[src/rtl/registro_salidas_alu.sv]
// Registered ALU output stage: a DEPTH-entry FIFO holding the ALU result and
// its carry/cero/negativo/desbordamiento flags behind valid/ready handshakes.
// Optional feature macro ALU_STICKY_FLAGS_EN: when defined, salida_sticky
// accumulates the flags of every popped entry until clear_sticky; when
// undefined, salida_sticky is tied to zero and no sticky register exists.
module registro_salidas_alu #(
  parameter int WIDTH = 8,
  parameter int DEPTH = 2
) (
  input  logic                       clock,
  input  logic                       reset,
  input  logic                       flush,
  input  logic                       in_valid,
  output logic                       in_ready,
  input  logic [WIDTH-1:0]           in_result,
  input  logic                       in_carry,
  input  logic                       in_cero,
  input  logic                       in_negativo,
  input  logic                       in_desbordamiento,
  output logic                       out_valid,
  input  logic                       out_ready,
  output logic [WIDTH-1:0]           salida_result,
  output logic                       salida_carry,
  output logic                       salida_cero,
  output logic                       salida_negativo,
  output logic                       salida_desbordamiento,
  output logic [$clog2(DEPTH+1)-1:0] count,
  input  logic                       clear_sticky,
  output logic [3:0]                 salida_sticky
);

  localparam int PW = $clog2(DEPTH);
  localparam int CW = $clog2(DEPTH+1);

  // Flags are packed {desbordamiento, negativo, cero, carry}, matching salida_sticky.
  typedef struct packed {
    logic [WIDTH-1:0] result;
    logic [3:0]       flags;
  } entry_t;

  entry_t          mem [DEPTH];
  entry_t          head;
  logic [PW-1:0]   wr_ptr;
  logic [PW-1:0]   rd_ptr;
  logic [CW-1:0]   count_q;
  logic            full;
  logic            empty;
  logic            push;
  logic            pop;

  assign full     = (count_q == CW'(DEPTH));
  assign empty    = (count_q == '0);
  assign in_ready = !full;
  assign out_valid = !empty;

  // flush wins over any handshake in the same cycle, so both are masked by it.
  assign push = in_valid && !full && !flush;
  assign pop  = out_ready && !empty && !flush;

  // Storage: written only on an accepted push; cleared by reset so the head reads zero.
  always_ff @(posedge clock or negedge reset) begin
    if (!reset) begin
      for (int i = 0; i < DEPTH; i++) mem[i] <= '0;
    end else if (push) begin
      mem[wr_ptr] <= '{result: in_result,
                       flags:  {in_desbordamiento, in_negativo, in_cero, in_carry}};
    end
  end

  // Pointers and occupancy; pointers wrap naturally since DEPTH is a power of two.
  always_ff @(posedge clock or negedge reset) begin
    if (!reset) begin
      wr_ptr  <= '0;
      rd_ptr  <= '0;
      count_q <= '0;
    end else if (flush) begin
      wr_ptr  <= '0;
      rd_ptr  <= '0;
      count_q <= '0;
    end else begin
      if (push) wr_ptr <= wr_ptr + PW'(1);
      if (pop)  rd_ptr <= rd_ptr + PW'(1);
      if (push && !pop)      count_q <= count_q + CW'(1);
      else if (pop && !push) count_q <= count_q - CW'(1);
    end
  end

  // Head comes straight from storage: no combinational path from in_* to salida_*.
  assign head                  = mem[rd_ptr];
  assign salida_result         = head.result;
  assign salida_carry          = head.flags[0];
  assign salida_cero           = head.flags[1];
  assign salida_negativo       = head.flags[2];
  assign salida_desbordamiento = head.flags[3];
  assign count                 = count_q;

`ifdef ALU_STICKY_FLAGS_EN
  logic [3:0] sticky_q;

  // Sticky flags: clear first, then accumulate the entry popped in the same cycle.
  always_ff @(posedge clock or negedge reset) begin
    if (!reset) begin
      sticky_q <= '0;
    end else if (clear_sticky) begin
      sticky_q <= pop ? head.flags : 4'b0000;
    end else if (pop) begin
      sticky_q <= sticky_q | head.flags;
    end
  end

  assign salida_sticky = sticky_q;
`else
  logic unused_clear_sticky;

  assign unused_clear_sticky = clear_sticky;
  assign salida_sticky       = 4'b0000;
`endif

endmodule
[config.mk]
export PLATFORM = sky130hd
export DESIGN_NAME = registro_salidas_alu
export DESIGN_NICKNAME = d
export VERILOG_FILES = /design/src/rtl/registro_salidas_alu.sv
export SDC_FILE = /design/constraint.sdc
export NUM_CORES = 1
export LEC_CHECK = 0
export CORE_MARGIN = 5
export CORE_UTILIZATION = 50
export DETAILED_ROUTE_END_ITERATION = 7
export PLACE_DENSITY = 0.81
export REMOVE_ABC_BUFFERS = 1
export SLEW_MARGIN = 20
export SYNTH_ARGS = -nofsm -noshare
export SYNTH_HDL_FRONTEND = slang
export SYNTH_SLANG_ARGS = --single-unit
[constraint.sdc]
create_clock -name clock -period 3.47 [get_ports clock]
set_input_delay 0.347 -clock clock [delete_from_list [all_inputs] [get_ports clock]]
set_output_delay 0.347 -clock clock [all_outputs]
set_load 0.01 [all_outputs]
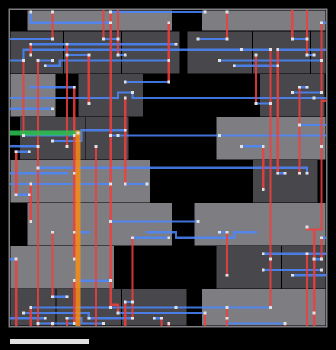
(run_1/closeup.png)
The bar under the picture is 5 µm long. Region (21, 33) to (41, 53) µm. Cells in grey, sequential cells in the stronger grey; small squares are vias.
layer	colour
M3	green
M2	red
M1	blue
M4	orange
netlist names of flops here include	mem (6)
cells with their middle in the window	21
sequential cells in the window	6
most frequent	mux2_2 (11), dfrtp_1 (6), clkdlybuf4s50_1 (3)

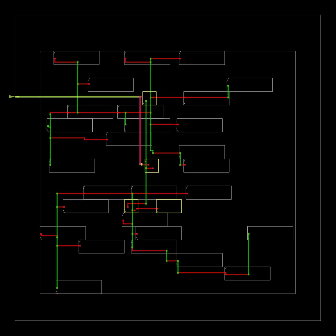
(run_1/clock_nets.png)
Num CTS Buffers: 3
# clock sinks: 28
Clock Skews: 0.00378 ns

==> reports/metrics.csv, run 1 <==
metric,value,unit
run_status,"complete, no violations",
cts_setup_buffers,0,
drive_gt1_share,38.9,%
tap_cells,30,
wl_met3,152,µm
synth_top_cell_by_area,dfrtp_1,
dp_cells,152,
dpl.hpwl,1790,µm
seq_cells,28,
grt_util_met2,22.7,%
crit_required,3.12,ns
regMostFlops,mem,
placed_cell_area,0.00166,mm²
cp.arrival,1.92,ns
via_per_inst,5.21,
crit_end,salida_negativo,
seq_share,41.4,%
synth_top_area_share,52.4,%
gp_congestion,0.719,
maxPowerGroup,sequential cells,
path_class,register to output pin,
num-nonclk-buffers,33,
fin_util,67.1,%
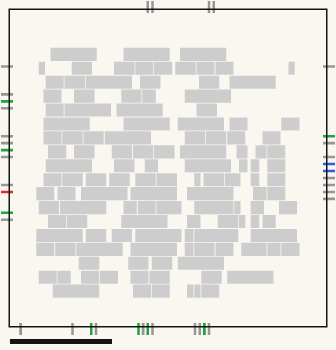
(run_1/pinout.png)
The bar under the picture is 20 µm long. Pins as bars across the die edge, other pins in grey.
port	colour	pins	direction	edge
in_negativo	red	1	input	left
salida_result	green	8	output	4 bottom, 3 left, 1 right
count	blue	2	output	right

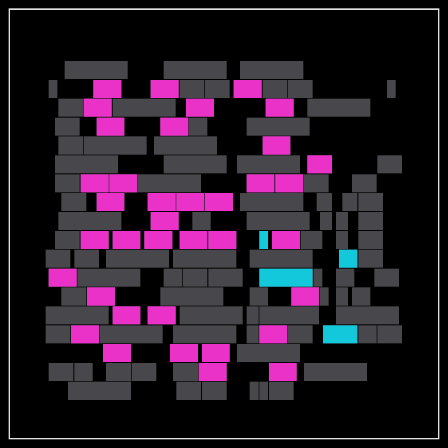
(run_1/gates.png)
family	colour	cells
mux cells	magenta	37
nor cells	cyan	4
Cell Count, Final, Fillers Out: 156
most used logic cell in the final layout: mux2_2

==> run 1 -> run 2 <==
- CORE_UTILIZATION: 50 -> 42
- PLACE_DENSITY: 0.81 -> 0.73
- clock period: 3.47 -> 2 ns (I/O delays scaled with it)
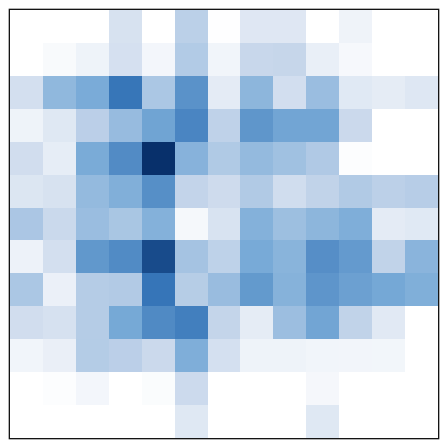
(run_2/route_heat.png)
13 x 13 tiles, from white (low) to dark blue (high), scaled to the fullest tile. Values are wire area over tile area, all layers added.
densest ninth of the die	middle
mean over tiles	0.088
tiles over half the peak	14%
fullest tile	0.36
nearly empty tiles	23%

==> reports/metrics.csv, run 2 <==
metric,value,unit,change
run_status,"complete, no violations",,
hold_violations,0,,
drive_gt1_share,41.2,%,+2.3 points
synthAdderAreaFrac,0,%,
diodes,0,,
tap_cells,44,,+47%
cts_tree,yes,,
wl_met3,110,µm,-28%
clkSinkCount,28,,unchanged
path_class,register to output pin,,
dp_cells,171,,+13%
pwr-share-clk,23.1,%,
regMostFlops,mem,,
finalSetupViolations,0,,
via_per_inst,4.86,,-6.7%
num-nonclk-buffers,38,,+15%
fin_util,57.7,%,-9.3 points
nets,150,,
clock.fmax,529,MHz,
synth_flops,28,,
dpl.hpwl,1850,µm,+3.4%
seq_share,39.7,%,-1.7 points
maxPowerGroup,sequential cells,,
layout_top_cell,mux2_2,,
synth_top_area_share,52.4,%,unchanged
seq_cells,28,,unchanged
cts_setup_buffers,0,,unchanged
antenna_found_initial,0,,
cts_buffers,3,,unchanged
skew,0.00334,ns,-0.000446 ns
crit_required,1.80,ns,-1.32 ns
max_stage_delay,0.48,ns,
cp.arrival,1.69,ns,-0.23 ns
placed_cell_area,0.00171,mm²,+3.3%
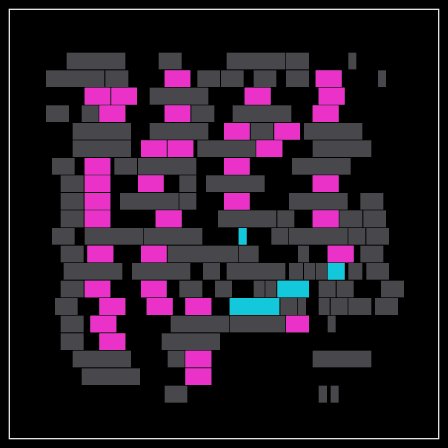
(run_2/gates.png)
family	colour	cells
mux cells	magenta	37
nor cells	cyan	4
Cell Count, Final, Fillers Out: 175
Comb/total area: 33.0%

Power is estimated from default activity; no workload was simulated.
